--- src/rtl/mem_port_arbiter.sv ---
// Arbitrates one Wishbone-style single-port memory between the fetch and data ports.
// The data port wins ties, and ports alternate on back-to-back traffic.
module mem_port_arbiter #(
  parameter int unsigned Timeout = 15
) (
  input  logic        clk,
  input  logic        rst,
  input  logic        if_req_i,
  input  logic [31:0] if_addr_i,
  output logic [31:0] if_rdata_o,
  output logic        if_ack_o,
  input  logic        dm_req_i,
  input  logic        dm_we_i,
  input  logic [3:0]  dm_sel_i,
  input  logic [31:0] dm_addr_i,
  input  logic [31:0] dm_wdata_i,
  output logic [31:0] dm_rdata_o,
  output logic        dm_ack_o,
  output logic        err_o,
  output logic        stallreq_o,
  input  logic        flush_i,
  output logic        mem_cyc_o,
  output logic        mem_stb_o,
  output logic        mem_we_o,
  output logic [3:0]  mem_sel_o,
  output logic [31:0] mem_addr_o,
  output logic [31:0] mem_wdata_o,
  input  logic [31:0] mem_rdata_i,
  input  logic        mem_ack_i
);
  localparam int unsigned CntW = $clog2(Timeout + 1);

  typedef enum logic [1:0] {StIdle, StIbus, StDbus, StDrain} state_e;

  state_e          state_q, state_d;
  logic [CntW-1:0] cnt_q, cnt_d;
  logic            stb_q, stb_d, we_q, we_d;
  logic [3:0]      sel_q, sel_d;
  logic [31:0]     addr_q, addr_d, wdata_q, wdata_d;
  logic            if_ack_q, if_ack_d, dm_ack_q, dm_ack_d, err_q, err_d;
  logic [31:0]     if_rdata_q, if_rdata_d, dm_rdata_q, dm_rdata_d;
  logic            if_elig, dm_elig, timeout, grant_if, grant_dm;

  // A request still high in its own ack cycle is the old one, not a new one.
  assign if_elig = if_req_i & ~if_ack_q;
  assign dm_elig = dm_req_i & ~dm_ack_q;
  assign timeout = (cnt_q == CntW'(Timeout - 1));

  always_comb begin
    state_d    = state_q;
    cnt_d      = cnt_q;
    stb_d      = stb_q;
    we_d       = we_q;
    sel_d      = sel_q;
    addr_d     = addr_q;
    wdata_d    = wdata_q;
    if_ack_d   = 1'b0;
    dm_ack_d   = 1'b0;
    err_d      = 1'b0;
    if_rdata_d = if_rdata_q;
    dm_rdata_d = dm_rdata_q;
    grant_if   = 1'b0;
    grant_dm   = 1'b0;
    unique case (state_q)
      StIdle: begin
        if (dm_elig) grant_dm = 1'b1;
        else if (if_elig) grant_if = 1'b1;
      end
      StIbus: begin
        if (mem_ack_i) begin
          if (flush_i) begin
            state_d = StIdle;
            stb_d   = 1'b0;
          end else begin
            if_ack_d   = 1'b1;
            if_rdata_d = mem_rdata_i;
            if (dm_elig) begin
              grant_dm = 1'b1;
            end else begin
              state_d = StIdle;
              stb_d   = 1'b0;
            end
          end
        end else if (timeout) begin
          state_d = StIdle;
          stb_d   = 1'b0;
          err_d   = 1'b1;
          if (!flush_i) begin
            if_ack_d   = 1'b1;
            if_rdata_d = '0;
          end
        end else begin
          cnt_d = cnt_q + CntW'(1);
          if (flush_i) state_d = StDrain;
        end
      end
      StDbus: begin
        if (mem_ack_i) begin
          dm_ack_d   = 1'b1;
          dm_rdata_d = mem_rdata_i;
          if (if_elig) begin
            grant_if = 1'b1;
          end else begin
            state_d = StIdle;
            stb_d   = 1'b0;
          end
        end else if (timeout) begin
          state_d    = StIdle;
          stb_d      = 1'b0;
          err_d      = 1'b1;
          dm_ack_d   = 1'b1;
          dm_rdata_d = '0;
        end else begin
          cnt_d = cnt_q + CntW'(1);
        end
      end
      StDrain: begin
        if (mem_ack_i) begin
          state_d = StIdle;
          stb_d   = 1'b0;
        end else if (timeout) begin
          state_d = StIdle;
          stb_d   = 1'b0;
          err_d   = 1'b1;
        end else begin
          cnt_d = cnt_q + CntW'(1);
        end
      end
      default: begin
        state_d = StIdle;
        stb_d   = 1'b0;
      end
    endcase
    if (grant_dm) begin
      state_d = StDbus;
      stb_d   = 1'b1;
      cnt_d   = '0;
      we_d    = dm_we_i;
      sel_d   = dm_sel_i;
      addr_d  = dm_addr_i;
      wdata_d = dm_wdata_i;
    end else if (grant_if) begin
      state_d = StIbus;
      stb_d   = 1'b1;
      cnt_d   = '0;
      we_d    = 1'b0;
      sel_d   = 4'hF;
      addr_d  = if_addr_i;
      wdata_d = '0;
    end
  end

  always_ff @(posedge clk or negedge rst) begin
    if (!rst) begin
      state_q    <= StIdle;
      cnt_q      <= '0;
      stb_q      <= 1'b0;
      we_q       <= 1'b0;
      sel_q      <= '0;
      addr_q     <= '0;
      wdata_q    <= '0;
      if_ack_q   <= 1'b0;
      dm_ack_q   <= 1'b0;
      err_q      <= 1'b0;
      if_rdata_q <= '0;
      dm_rdata_q <= '0;
    end else begin
      state_q    <= state_d;
      cnt_q      <= cnt_d;
      stb_q      <= stb_d;
      we_q       <= we_d;
      sel_q      <= sel_d;
      addr_q     <= addr_d;
      wdata_q    <= wdata_d;
      if_ack_q   <= if_ack_d;
      dm_ack_q   <= dm_ack_d;
      err_q      <= err_d;
      if_rdata_q <= if_rdata_d;
      dm_rdata_q <= dm_rdata_d;
    end
  end

  assign if_ack_o    = if_ack_q;
  assign if_rdata_o  = if_rdata_q;
  assign dm_ack_o    = dm_ack_q;
  assign dm_rdata_o  = dm_rdata_q;
  assign err_o       = err_q;
  assign mem_cyc_o   = stb_q;
  assign mem_stb_o   = stb_q;
  assign mem_we_o    = we_q;
  assign mem_sel_o   = sel_q;
  assign mem_addr_o  = addr_q;
  assign mem_wdata_o = wdata_q;
  assign stallreq_o  = (dm_req_i & ~dm_ack_q) | (if_req_i & ~if_ack_q);

endmodule

--- config.mk ---
export PLATFORM = sky130hd
export DESIGN_NAME = mem_port_arbiter
export DESIGN_NICKNAME = d
export VERILOG_FILES = /design/src/rtl/mem_port_arbiter.sv
export SDC_FILE = /design/constraint.sdc
export NUM_CORES = 1
export LEC_CHECK = 0
export CORE_UTILIZATION = 41
export DETAILED_ROUTE_END_ITERATION = 10
export PLACE_DENSITY_LB_ADDON = 0.25
export SLEW_MARGIN = 15
export SYNTH_ARGS = -nofsm -noshare
export SYNTH_HDL_FRONTEND = slang
export SYNTH_SLANG_ARGS = --single-unit
export TNS_END_PERCENT = 5
--- constraint.sdc ---
create_clock -name clk -period 2.1 [get_ports clk]
set_input_delay 0.315 -clock clk [delete_from_list [all_inputs] [get_ports clk]]
set_output_delay 0.315 -clock clk [all_outputs]
set_load 0.005 [all_outputs]
**M1 wires**

Drawn at 3 px/um. Supply wires on this layer in gray.
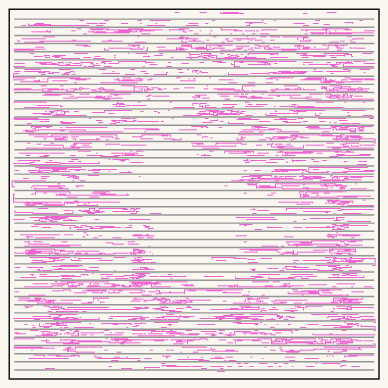
main direction: horizontal
longest straight run: 24.4 um
wire length on this layer: 6740 um
total length of routed wires: 18000 um
DR vias: 5477
met1 GRT Util: 26.8%

**Close-up of the layout**

Window x 46 to 76, y 71 to 101 um. Cells in gray, sequential cells in the stronger gray; small squares are vias.
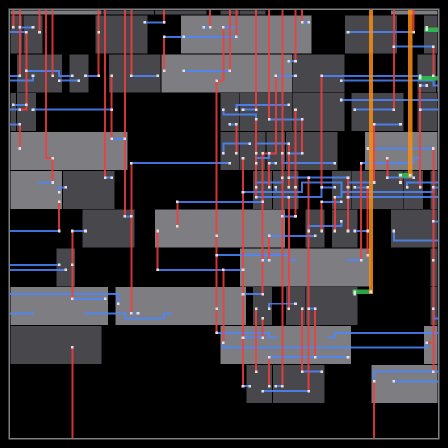
| color | layer |
|---|---|
| orange | metal 4 |
| red | metal 2 |
| green | metal 3 |
| blue | metal 1 |
netlist names of flops here include: `mem_wdata_o` (7), `if_rdata_o` (2)
most frequent: nand2_1 (14), clkdlybuf4s50_1 (14), dfrtp_1 (10)
sequential cells in the window: 10
cells with their middle in the window: 44

==> metrics.csv <==
metric,value,unit
placed cells,1035,
GR Util All Layers,24.0,%
Flop pwr share,36.1,%
CTS resizes,0,
worst clock skew,0.0105,ns
Worst setup EP type,primary output,
metal3 WL,1870,um
Setup Slack @ Placement,0.0412,ns
met3 Usage GRT,8.50,%
Buf/Inv on CP,2,
Flops after synth,143,
RSZ-0062 raised after global routing,no,
most frequent cells in the layout,"clkdlybuf4s50_1 (275), nand2_1 (174), dfrtp_1 (143)",
Flop area,3580,sq um
CP startpoint kind,input pin,
Clock Sinks,143,
Final ANT Viol Nets,0,
Antenna Diode Count,0,
worst hold margin,0.396,ns
DIE WIDTH,123,um
Residual DRC,0,
# Cells Yosys,609,
Dominant flop cell,dfrtp_1,
area post-placement,8920,sq um
seq pwr,0.00472,W
Synth Area in XOR/XNOR,0.440,%
Mapped Area,5970,sq um
Slew @ Worst Pin,0.637,ns
fin crit share,91.8,%
mean post-synth cell area,9.81,sq um
M2 GR Usage,42.0,%
TritonCTS Buffers,17,
P_comb,0.00570,W
"Design Area, Final",9440,sq um
r2r setup slk,0.18,ns
Die ar.,15100,sq um
antenna violations before repair,0,
share of layout cells above drive strength 1,7.25,%
clock-cell share of area,5.41,%
crit path max fanout,3,
synthesized instance count,609,
pin count of the biggest net entering global routing,70,
combinational gate area,2100,sq um
pwr dens,1380,nW/um^2
"AND-OR/OR-AND Cells, Area Fraction",16.1,%
busiest grt layer,met2,
Top-area cell share,59.9,%
Avg WL per Cell,16.9,um
number of max-cap violations,0,
met2 WL,9070,um
Worst Hold Class,input pin to asynchronous set/reset pin,
number of logic gates,411,
Final HPWL DP,12700,um
clock power share,20.4,%
Syn-to-layout area delta,58.1,%
Unique cell types,33,
first-pass GRT wire length,27700,um
Largest cells by area,"dfrtp_1 (60%), nand2_1 (11%), a21oi_1 (5.5%), a32o_1 (5.4%), nand3_1 (3.0%)",
post-synth area from yosys stat,5970,sq um
Yosys top cell by instances,nand2_1,
Pre-antenna DRT Iters,5,
Clock net power,0.00266,W
status,"finished, final reports clean",
CLK BUF,25,
DR top layer,met4,
number of cells on the critical path,4,
Worst Reg2Reg Path Length in Cells,7,
leading power group,combinational logic,
Core Area,14000,sq um
main logic family after synthesis,simple AND/OR/NAND/NOR gates,
Well Taps,180,
GRT overflow,0,
Slew headroom,57.5,%
CP arrival,1.61,ns
Area-dominant class,registers,
Setup TNS,0,ns
R2R Path Start,cnt_q[0],
**Gate-type map**

Drawn at 4 px/um.
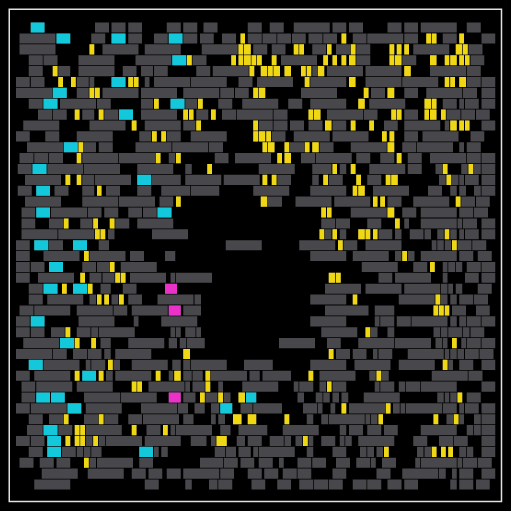
| color | family | cells |
|---|---|---|
| magenta | xor and xnor cells | 3 |
| yellow | nand cells | 213 |
| cyan | non-inverting ao/oa cells | 34 |
most used logic cell in the final layout: clkdlybuf4s50_1
Comb/total area: 22.3%
final non-filler cell total: 1063

Power and IR drop assume default switching activity.
